`src/rtl/onehot_event_encoder.sv`:
```
// onehot_event_encoder: registers the encoded index of a one-hot event from a
// 2x4 decoder stage behind a valid/ready handshake. It also keeps a saturating
// event count for each line.
// Optional feature macro ONEHOT_CHECK_EN: when defined, zero-hot and multi-hot
// inputs are flagged through out_err and counted in err_cnt. When the macro is
// undefined, the input is plain priority encoded and out_err/err_cnt read zero.
module onehot_event_encoder #(
    parameter int CNT_W = 8
) (
    input  logic             clk,
    input  logic             rst_n,
    input  logic             in_valid,
    input  logic             y0,
    input  logic             y1,
    input  logic             y2,
    input  logic             y3,
    output logic             in_ready,
    input  logic             clear,
    output logic             out_valid,
    input  logic             out_ready,
    output logic [1:0]       out_code,
    output logic             out_err,
    output logic [CNT_W-1:0] cnt0,
    output logic [CNT_W-1:0] cnt1,
    output logic [CNT_W-1:0] cnt2,
    output logic [CNT_W-1:0] cnt3,
    output logic [CNT_W-1:0] err_cnt
);

    typedef enum logic {
        EMPTY = 1'b0,
        FULL  = 1'b1
    } state_t;

    state_t           state;
    state_t           state_next;
    logic [3:0]       lines;
    logic             accept;
    logic [1:0]       enc_code;
    logic             enc_err;
    logic             count_line;
    logic [CNT_W-1:0] cnt_q [4];

    assign lines     = {y3, y2, y1, y0};
    assign out_valid = (state == FULL);
    assign in_ready  = (state == EMPTY) || out_ready;
    assign accept    = in_valid && in_ready;

    // Priority encoder: the highest set line wins, and zero-hot encodes as 0
    always_comb begin
        enc_code = 2'd0;
        for (int i = 0; i < 4; i++) begin
            if (lines[i]) begin
                enc_code = 2'(i);
            end
        end
    end

`ifdef ONEHOT_CHECK_EN
    logic             is_onehot;
    logic [CNT_W-1:0] err_cnt_q;

    assign is_onehot  = (lines != 4'b0000) && ((lines & (lines - 4'd1)) == 4'b0000);
    assign enc_err    = !is_onehot;
    assign count_line = accept && is_onehot;
    assign err_cnt    = err_cnt_q;

    // Saturating count of accepted events that were not exactly one-hot
    always_ff @(posedge clk or negedge rst_n) begin
        if (!rst_n) begin
            err_cnt_q <= '0;
        end else if (clear) begin
            err_cnt_q <= '0;
        end else if (accept && !is_onehot && (err_cnt_q != '1)) begin
            err_cnt_q <= err_cnt_q + 1'b1;
        end
    end
`else
    assign enc_err    = 1'b0;
    assign count_line = accept;
    assign err_cnt    = '0;
`endif

    // Register the handshake state (EMPTY or FULL)
    always_ff @(posedge clk or negedge rst_n) begin
        if (!rst_n) begin
            state <= EMPTY;
        end else begin
            state <= state_next;
        end
    end

    // Next state: an accepted event fills the slot, and out_ready alone drains it
    always_comb begin
        state_next = state;
        case (state)
            EMPTY: begin
                if (accept) begin
                    state_next = FULL;
                end
            end
            FULL: begin
                if (accept) begin
                    state_next = FULL;
                end else if (out_ready) begin
                    state_next = EMPTY;
                end
            end
            default: state_next = EMPTY;
        endcase
    end

    // Capture the result on every accept; clear does not touch it
    always_ff @(posedge clk or negedge rst_n) begin
        if (!rst_n) begin
            out_code <= 2'd0;
            out_err  <= 1'b0;
        end else if (accept) begin
            out_code <= enc_code;
            out_err  <= enc_err;
        end
    end

    for (genvar g = 0; g < 4; g++) begin : g_line_cnt
        // Per-line saturating counter; clear wins over a coinciding event
        always_ff @(posedge clk or negedge rst_n) begin
            if (!rst_n) begin
                cnt_q[g] <= '0;
            end else if (clear) begin
                cnt_q[g] <= '0;
            end else if (count_line && (enc_code == 2'(g)) && (cnt_q[g] != '1)) begin
                cnt_q[g] <= cnt_q[g] + 1'b1;
            end
        end
    end

    assign cnt0 = cnt_q[0];
    assign cnt1 = cnt_q[1];
    assign cnt2 = cnt_q[2];
    assign cnt3 = cnt_q[3];

endmodule

```
`config.mk`:
```
export PLATFORM = sky130hd
export DESIGN_NAME = onehot_event_encoder
export DESIGN_NICKNAME = d
export VERILOG_FILES = /design/src/rtl/onehot_event_encoder.sv
export SDC_FILE = /design/constraint.sdc
export NUM_CORES = 1
export LEC_CHECK = 0
export CAP_MARGIN = 40
export CORE_MARGIN = 1
export CORE_UTILIZATION = 44
export CTS_CLUSTER_DIAMETER = 30
export DETAILED_ROUTE_END_ITERATION = 12
export GPL_ROUTABILITY_DRIVEN = 0
export PLACE_DENSITY_LB_ADDON = 0.15
export SKIP_CTS_REPAIR_TIMING = 1
export SLEW_MARGIN = 20
export SYNTH_ARGS = -nofsm -noshare
export SYNTH_HDL_FRONTEND = slang
export SYNTH_SLANG_ARGS = --single-unit
```
`constraint.sdc`:
```
create_clock -name clk -period 2.7 [get_ports clk]
set_input_delay 0.81 -clock clk [delete_from_list [all_inputs] [get_ports clk]]
set_output_delay 0.81 -clock clk [all_outputs]
set_load 0.05 [all_outputs]
```
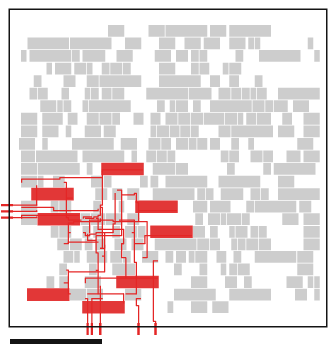
*I/O nets highlighted, run 1*
The bar under the picture is 20 um long.
- red: cnt0 (direction output; end cells 8; wire 384 um)
Port Buffer Count: 43
IO Pins: 54

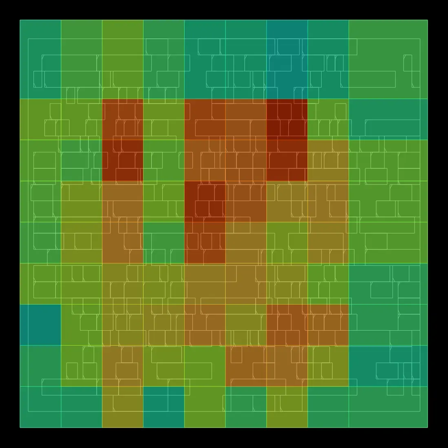
*Congestion heat map, run 1*
Top Usage Layer GRT: met2
final design utilization: 61.3%
met2 Use GR: 35.7%

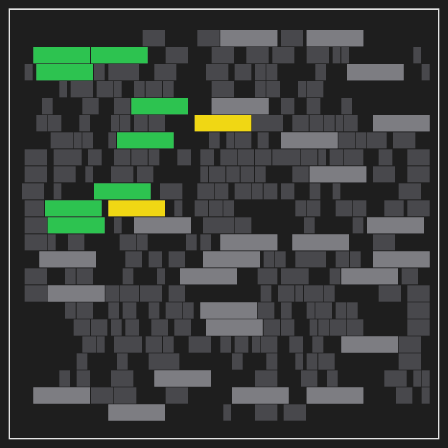
*Register map, names as in the netlist, run 1*
- green: cnt3 (placed flops 8)
- yellow: out_code (placed flops 2)
- not coloured: 25
Flop area: 876 um^2
sequential fraction of total cell area: 34.7%

==> results.json, run 1 <==
{
  "path_max_fanout": 5,
  "grt.overflow.total": 0,
  "rr_worst_depth": 5,
  "status": "finished clean",
  "xor_area_share_pct": 0.451,
  "syn_area_per_cell_um2": 9.29,
  "ys_sh_aoi_pct": 19.3,
  "drive_gt1_share_pct": 7.63,
  "max_cap_viol_count": 0,
  "wl_um": 4370,
  "syn2layout_area_growth_pct": 29.8,
  "synthDistinctLibCells": 34,
  "grt_first_pass_wirelength_um": 7470,
  "comb_area_um2": 965,
  "worstPathArrival_ns": 1.80,
  "wl_per_cell_um": 14.0,
  "hold_depth": 2,
  "slew_violations": 0,
  "fmax_mhz": 383,
  "cp_top_family": "buffers and inverters",
  "yosys_warnings": 0,
  "worst_pin_slew_ns": 0.676,
  "top_logic_kind": "simple AND/OR/NAND/NOR gates",
  "routed-wl-met2_um": 2090,
  "end_kind": "output port",
  "finalInstanceArea_um2": 2520,
  "antenna_cells": 0,
  "grtUsageTotal_pct": 21.7,
  "mux_share_pct": 1.55,
  "netlist_instances": 209,
  "stdcell_count": 312,
  "skew_ns": 0.00691,
  "worstSetupPathType": "in2out",
  "ys_seq_share_pct": 45.1,
  "syn-cell-area_um2": 1940,
  "yosysTopAreaCellShare_pct": 45.1
}
-- run 1: cells by family after synthesis --
kind of cell / after synthesis
XOR/XNOR: 1
multiplexers: 3
AND/OR/NAND/NOR: 78
adder cells (fa/ha/maj): 4
buffers and inverters: 24
flip-flops: 35
other: 1
AND-OR/OR-AND: 63
-- run 1: registers in the layout (all words and copies together), names as in the netlist --
| register | flops |
|---|---|
| cnt0 | 8 |
| cnt1 | 8 |
| cnt2 | 8 |
| cnt3 | 8 |
| out_code | 2 |
| out_valid | 1 |
-- run 1: where the power goes --
group | switching (uW) | internal [uW]
Combinational | 107 | 43.6
Clock | 191 | 181
Sequential | 6.92 | 532
Total | 305 | 757
-- run 1: worst min-delay path, delay by kind of cell (launching register included) --
| kind | cells | cell delay, ns |
|---|---|---|
| compound gates | 1 | 0.05 |
| flops | 1 | 0.35 |
| simple gates | 1 | 0.08 |
-- run 1: synthesized netlist by cell type --
master	number
a21oi_1	30
a311oi_1	1
a31oi_1	1
a41o_1	1
and2_1	3
and3_1	3
and4_1	2
buf_2	2
buf_4	9
buf_6	1
clkbuf_1	5
clkinv_1	1
conb_1	1
dfrtp_1	35
ha_1	4
inv_1	6
mux2i_1	3
nand2_1	7
nand2b_1	2
nand3_1	11
nand3b_1	1
nand4_1	7
nor2_1	7
nor2b_1	4
nor3_1	2
nor3b_1	1
o211ai_1	1
o21ai_0	11
o31ai_1	17
o41ai_1	1
or3_1	12
or3b_2	1
or4_1	15
xor2_1	1
-- run 1: layout make-up --
cell class / instances / area share (%)
Multi-Input combinational cell: 158 / 38.3
Clock inverter: 1 / 0.199
Timing Repair Buffer: 54 / 20.2
Sequential cell: 35 / 34.7
Clock buffer: 7 / 3.03
Inverter: 7 / 1.04
Tap cell: 50 / 2.48
--- run 2 (diff from run 1) ---
--- a/config.mk
+++ b/config.mk
@@ -6,8 +6,10 @@
 export NUM_CORES = 1
 export LEC_CHECK = 0
 export CAP_MARGIN = 40
+export CELL_PAD_IN_SITES_DETAIL_PLACEMENT = 0
+export CELL_PAD_IN_SITES_GLOBAL_PLACEMENT = 1
 export CORE_MARGIN = 1
-export CORE_UTILIZATION = 44
+export CORE_UTILIZATION = 38
 export CTS_CLUSTER_DIAMETER = 30
 export DETAILED_ROUTE_END_ITERATION = 12
 export GPL_ROUTABILITY_DRIVEN = 0
==> run 2 against run 1 <==
Net effect: area after synthesis unchanged; clock skew decreased by 0.0014 ns; sequential power about the same; highest routed layer unchanged; largest cell class unchanged; routed wire length grew 5.2%; non-clock buffer count is 3 higher; clock-buffer cell count down 1.
==> results.json, run 2 <==
{
  "skew_ns": 0.00556,
  "grt_first_pass_wirelength_um": 7890,
  "cts_tree": "built",
  "grtUsageTotal_pct": 18.8,
  "worstSetupPathType": "in2out",
  "ctsHtreeMaxLevel": 2,
  "finalCriticalPeriod_ns": 2.55,
  "yosys-top-cells-area": "dfrtp_1 (45%), a21oi_1 (7.7%), o31ai_1 (6.6%)",
  "ys_chip_area_um2": 1940,
  "drt_iter0_drc": 77,
  "viasPerCell": 5.40,
  "most_common_cell": "dfrtp_1",
  "yosysTopAreaCellShare_pct": 45.1,
  "status": "finished clean",
  "rr_worst_depth": 4,
  "antenna_cells": 0,
  "end_kind": "output port",
  "max_cap_viol_count": 0,
  "cts.path.max_buffers": 2,
  "worst_pin_slew_ns": 0.642,
  "final_nets": 277,
  "syn-cell-area_um2": 1940,
  "ir_worst_vdd_v": 0.000291,
  "common_cells": "dfrtp_1 (35), a21oi_1 (30), o31ai_1 (17)",
  "worstSetupStartpoint": "out_ready",
  "swShare_pct": 28.3,
  "finalHoldViolCount": 0,
  "switchingPower_uw": 296,
  "gr-max-usage-layer": "met2",
  "yosys_warnings": 0,
  "comb_power_share_pct": 14.8,
  "fp_util_pct": 40.3,
  "wl_per_cell_um": 13.9,
  "synthArstFlopShare_pct": 100,
  "startpoint_type": "primary input",
  "wl_met1_um": 2180,
  "path_max_fanout": 3,
  "grt.overflow.total": 0,
  "die-area_um2": 5400,
  "routed-wl-met2_um": 2220,
  "layout_top_cells": "clkdlybuf4s50_1 (42), dfrtp_1 (35), a21oi_1 (30)",
  "p_int_uw": 751,
  "drive_gt1_share_pct": 7.98,
  "ys_ff": 35,
  "synthDistinctLibCells": 34,
  "ys_cells": 209,
  "top_layer_used": "met4",
  "ys_seq_share_pct": 45.1,
  "met3_usage_pct": 4.12,
  "rsz0062_at_grt": "false",
  "syn_area_per_cell_um2": 9.29,
  "fmax_mhz": 392,
  "finalInstanceArea_um2": 2570,
  "fp-row-count": 25,
  "r2r-start": "cnt0[0]$_DFFE_PN0P_",
  "core_um2": 4820,
  "pwr-share-seq_pct": 51.5,
  "syn2layout_area_growth_pct": 32.2,
  "finalSetupViolations": 0,
  "die_h_um": 73.5,
  "tns_ns": 0,
  "flop_cell": "dfrtp_1",
  "drcViolationCount": 0,
  "edf_count": 0,
  "firstDrtPassIters": 4,
  "cts.sinks": 35,
  "hp-start": "out_code[1]$_DFFE_PN0P_",
  "worstPathArrival_ns": 1.74,
  "synth_area_leader_cell": "dfrtp_1",
  "netlist_instances": 209,
  "p_leak_uw": 0.000982,
  "p_per_area_nw_per_um2": 408,
  "slew_violations": 0,
  "mostFrequentLayoutCell": "clkdlybuf4s50_1",
  "dpl.hpwl_um": 3080,
  "min_path_type": "reg2reg",
  "finalClockPeriodUsage_pct": 94.5,
  "cts-buffers-inserted": 5,
  "clkLatencyLatePin_ns": 0.28,
  "warnings": 27,
  "hold_depth": 2,
  "io_pins": 54,
  "relSlewSlack_pct": 56.9,
  "grt_max_degree": 36,
  "antenna_found_initial": 0,
  "wl_met3_um": 154,
  "die_w_um": 73.5,
  "portBuffers": 43,
  "power_frac_clock_pct": 33.7
}
[run 2: cell count changes in the layout (fill, tap and decap cells not counted), sizes merged]
cell | previous run | this run
clkbuf | 7 | 6
clkinv | 2 | 1
buf | 12 | 15
[run 2: worst paths after layout]
check | end | slack, ns
min in group asynchronous | cnt1[7]$_DFFE_PN0P_ | 0.94
setup / recovery | in_ready | 0.15
hold reg to reg | out_code[1]$_DFFE_PN0P_ | 0.51
setup reg to reg | cnt0[4]$_DFFE_PN0P_ | 0.83
hold / removal | out_code[1]$_DFFE_PN0P_ | 0.51
max in group asynchronous | cnt3[1]$_DFFE_PN0P_ | 1.42
[run 2: through the flow]
stage	utilization, %	std cells	setup slack, ns	power (uW)
after floorplan	-	217	0.326	649
after global placement	51.8	324	0.0336	705
after detailed placement	51.8	324	-0.000572	705
after CTS	53.3	330	0.133	1060
after global routing	53.3	330	0.0981	1090
final	53.3	330	0.149	1050
[run 2: logic make-up after synthesis]
group / share of synthesized area (%)
and+or+nand+nor: 24.0
AOI/OAI and AO/OA: 19.3
DFF: 45.1
buffers and inverters: 6.89
adders and majority gates: 2.58
muxes: 1.55
other: 0.193
xor gates and xnor gates: 0.451
[run 2: worst max-delay path, stage by stage]
cell             delay (ns)
clkdlybuf4s50_1        0.41
nor2b_1                0.21
clkinv_1               0.12
buf_4                  0.20
[run 2: layout make-up]
type	count	area [um^2]
timing repair buffer	57	546
inverter	7	26.3
clock buffer	6	72.6
tap	67	83.8
multi-input combinational	158	962
sequential	35	876
fill	491	2250
[run 2: power groups by stage]
stage | sequential (uW) | clock [uW] | combinational [uW]
after floorplan | 576 | 0 | 73.4
after global placement | 549 | 0 | 156
after detailed placement | 549 | 0 | 156
after CTS | 539 | 363 | 156
after global routing | 540 | 388 | 166
final | 539 | 353 | 155
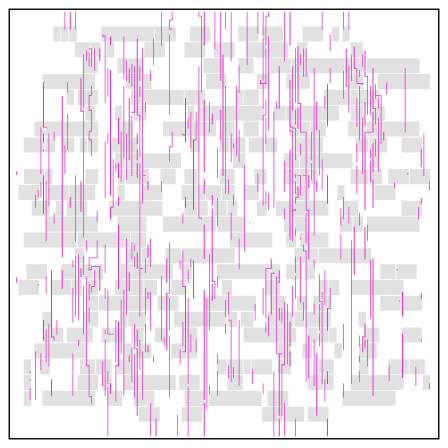
*Met2 routing, run 2*
- wire length on this layer: 2220 um
- main direction: vertical
- longest straight run: 28.6 um
DR vias: 1783
met2 Use GR: 29.9%

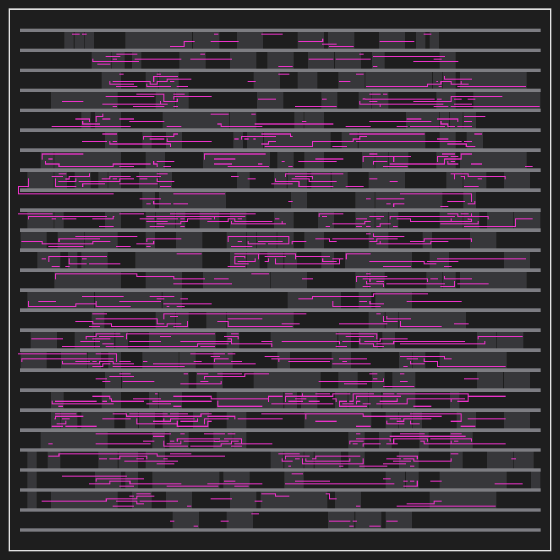
*The metal 1 layer, run 2*
Supply wires on this layer in grey.
- main direction: horizontal
- share of all routed wire: 48%
total length of routed wires: 4600 um
GR Layer Usage met1: 25.4%

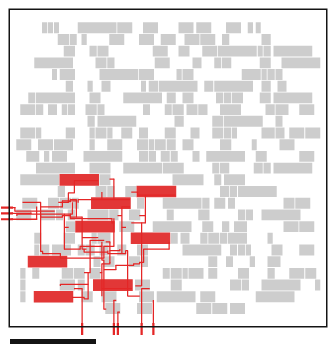
*I/O nets highlighted, run 2*
The bar under the picture is 20 um long.
- red: cnt0 (direction output; end cells 8; wire 393 um)

--- run 3 (diff from run 2) ---
--- a/config.mk
+++ b/config.mk
@@ -14,6 +14,7 @@
 export DETAILED_ROUTE_END_ITERATION = 12
 export GPL_ROUTABILITY_DRIVEN = 0
 export PLACE_DENSITY_LB_ADDON = 0.15
+export SETUP_SLACK_MARGIN = 0.3
 export SKIP_CTS_REPAIR_TIMING = 1
 export SLEW_MARGIN = 20
 export SYNTH_ARGS = -nofsm -noshare
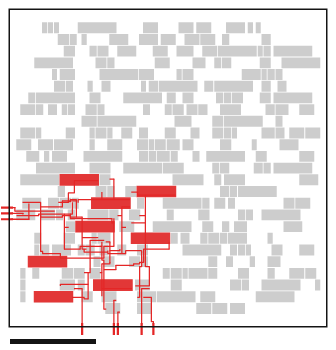
*I/O nets highlighted, run 3*
The bar under the picture is 20 um long.
- red: cnt0 (direction output; end cells 8; wire 397 um)

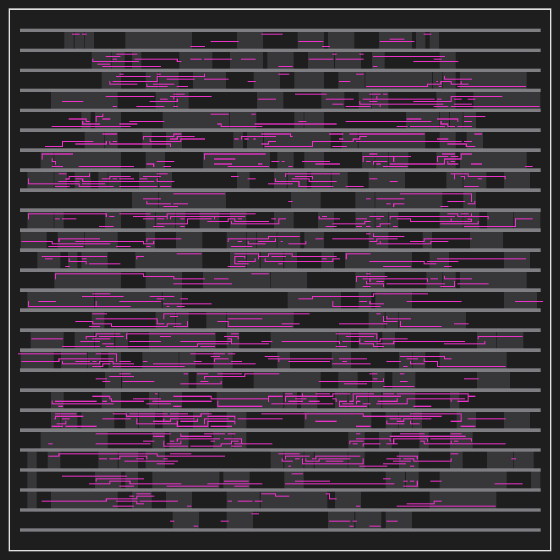
*The metal 1 layer, run 3*
Supply wires on this layer in grey.
- nets with wire on the layer: 236
- wire length on this layer: 2190 um
- longest straight run: 19.8 um
- main direction: horizontal
total length of routed wires: 4640 um
DR vias: 1795

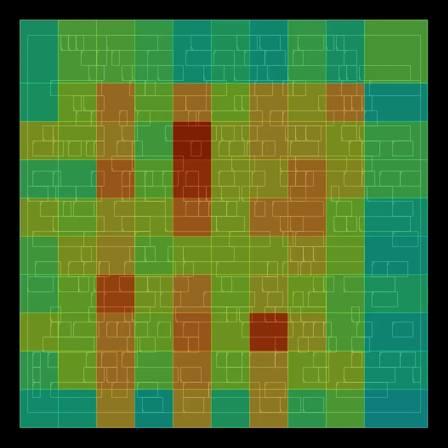
*Congestion heat map, run 3*
met3 usage in global routing: 4.12%
final design utilization: 54.4%
gr usage total: 18.8%
DR WL/cell: 14.0 um

==> run 3 against run 2 <==
Net effect: hold slack about the same; global-route usage stayed put; non-clock buffer count is 1 higher; clock power about the same; maximum frequency increased by 5.3%; routed wire length grew 0.98%; critical endpoint unchanged.
==> results.json, run 3 <==
{
  "ctsHtreeMaxLevel": 2,
  "grt_first_pass_wirelength_um": 7890,
  "grt_max_degree": 36,
  "cts-buffers-inserted": 5,
  "hold_depth": 2,
  "pwr-share-seq_pct": 51.3,
  "ys_chip_area_um2": 1940,
  "viasPerCell": 5.42,
  "p_leak_uw": 0.00120,
  "syn-cell-area_um2": 1940,
  "grt.overflow.total": 0,
  "finalInstanceArea_um2": 2620,
  "flop_cell": "dfrtp_1",
  "worstPathArrival_ns": 1.61,
  "synthArstFlopShare_pct": 100,
  "finalSetupViolations": 0,
  "io_pins": 54,
  "finalCriticalPeriod_ns": 2.42,
  "yosysTopAreaCellShare_pct": 45.1,
  "syn_area_per_cell_um2": 9.29,
  "numPlacedInstances": 324,
  "ys_seq_share_pct": 45.1,
  "drive_gt1_share_pct": 10.6,
  "dpl.hpwl_um": 3080,
  "clkLatencyLatePin_ns": 0.28,
  "stdcell_count": 331,
  "finalHoldViolCount": 0,
  "fmax_mhz": 413,
  "p_total_uw": 1050,
  "required_ns": 1.89,
  "startpoint_type": "primary input",
  "switchingPower_uw": 297,
  "edf_count": 0,
  "min_path_type": "reg2reg",
  "fp_util_pct": 40.3,
  "ir_worst_vdd_v": 0.000291,
  "common_cells": "dfrtp_1 (35), a21oi_1 (30), o31ai_1 (17)",
  "final_nets": 278,
  "yosys-top-cells-area": "dfrtp_1 (45%), a21oi_1 (7.7%), o31ai_1 (6.6%)",
  "portBuffers": 43,
  "rr_worst_depth": 4,
  "skew_ns": 0.00514,
  "syn2layout_area_growth_pct": 35.1,
  "path_max_fanout": 3,
  "p_int_uw": 753,
  "power_frac_clock_pct": 33.6,
  "fp-row-count": 25,
  "cts_tree": "built",
  "rsz0062_at_grt": "true",
  "netlist_instances": 209,
  "drt_iter0_drc": 92,
  "die_w_um": 73.5,
  "core_um2": 4820,
  "drcViolationCount": 0,
  "ys_cells": 209,
  "layout_top_cells": "dfrtp_1 (35), clkdlybuf4s50_1 (31), a21oi_1 (30)",
  "slew_violations": 0,
  "swShare_pct": 28.3,
  "mostFrequentLayoutCell": "dfrtp_1",
  "cts.sinks": 35,
  "synth_area_leader_cell": "dfrtp_1",
  "yosys_warnings": 0,
  "tns_ns": 0,
  "relSlewSlack_pct": 56.9,
  "setup_slack_ns": 0.278,
  "comb_power_share_pct": 15.1,
  "antenna_found_initial": 0,
  "synthDistinctLibCells": 34,
  "p_per_area_nw_per_um2": 401,
  "finalClockPeriodUsage_pct": 89.7,
  "max_cap_viol_count": 0,
  "antenna_cells": 0,
  "warnings": 28,
  "worstSetupPathType": "in2out",
  "die_h_um": 73.5,
  "cts.path.max_buffers": 2,
  "firstDrtPassIters": 4,
  "status": "finished clean",
  "die-area_um2": 5400
}
[run 3: cell counts after synthesis]
Identical to the previous run, type by type.
[run 3: power by group through the flow]
stage | Sequential, uW | Clock, uW | Combinational (uW)
finish | 539 | 353 | 159
global route | 540 | 388 | 170
CTS | 539 | 363 | 156
detailed placement | 549 | 0 | 156
global placement | 549 | 0 | 156
floorplan | 576 | 0 | 73.4
[run 3: routing by layer]
layer	GRT usage (%)	up-vias	part of all wire [%]
met1	25.4	875	47
met3	4.12	5	3.4
met2	29.9	28	49
met5	0	-	0
li1	-	887	-
met4	5.98	0	0.78
[run 3: kinds of logic (layout without fill, tap and decap cells)]
group           count (synthesis)  count (layout)  synth area share (%)
simple gates                   78              78                  24.0
compound gates                 63              63                  19.3
flops                          35              35                  45.1
buf+inv                        24              71                  6.89
fa+ha+maj                       4               4                  2.58
mux                             3               3                  1.55
other cells                     1               9                 0.193
xor+xnor                        1               1                 0.451
[run 3: area by class of cell]
cell class                 instances  area (um^2)
fill                             478         2190
multi-input combinational        158          980
sequential                        35          876
timing repair buffer              58          584
tap                               67         83.8
clock buffer                       6         72.6
inverter                           7         26.3
[run 3: critical path: stages]
cell	delay, ns
clkdlybuf4s50_1	0.42
nor2b_2	0.18
inv_2	0.06
buf_6	0.15
[run 3: path summary, 6_finish.rpt]
path,start,to,slack [ns]
min in group asynchronous,rst_n,cnt1[7]$_DFFE_PN0P_,0.94
hold / removal,out_code[1]$_DFFE_PN0P_,out_code[1]$_DFFE_PN0P_,0.51
setup reg to reg,cnt0[0]$_DFFE_PN0P_,cnt0[4]$_DFFE_PN0P_,0.83
hold reg to reg,out_code[1]$_DFFE_PN0P_,out_code[1]$_DFFE_PN0P_,0.51
setup / recovery,out_ready,in_ready,0.28
max in group asynchronous,rst_n,cnt3[1]$_DFFE_PN0P_,1.42
No activity file was given, so power comes from the tool's default toggle rates.
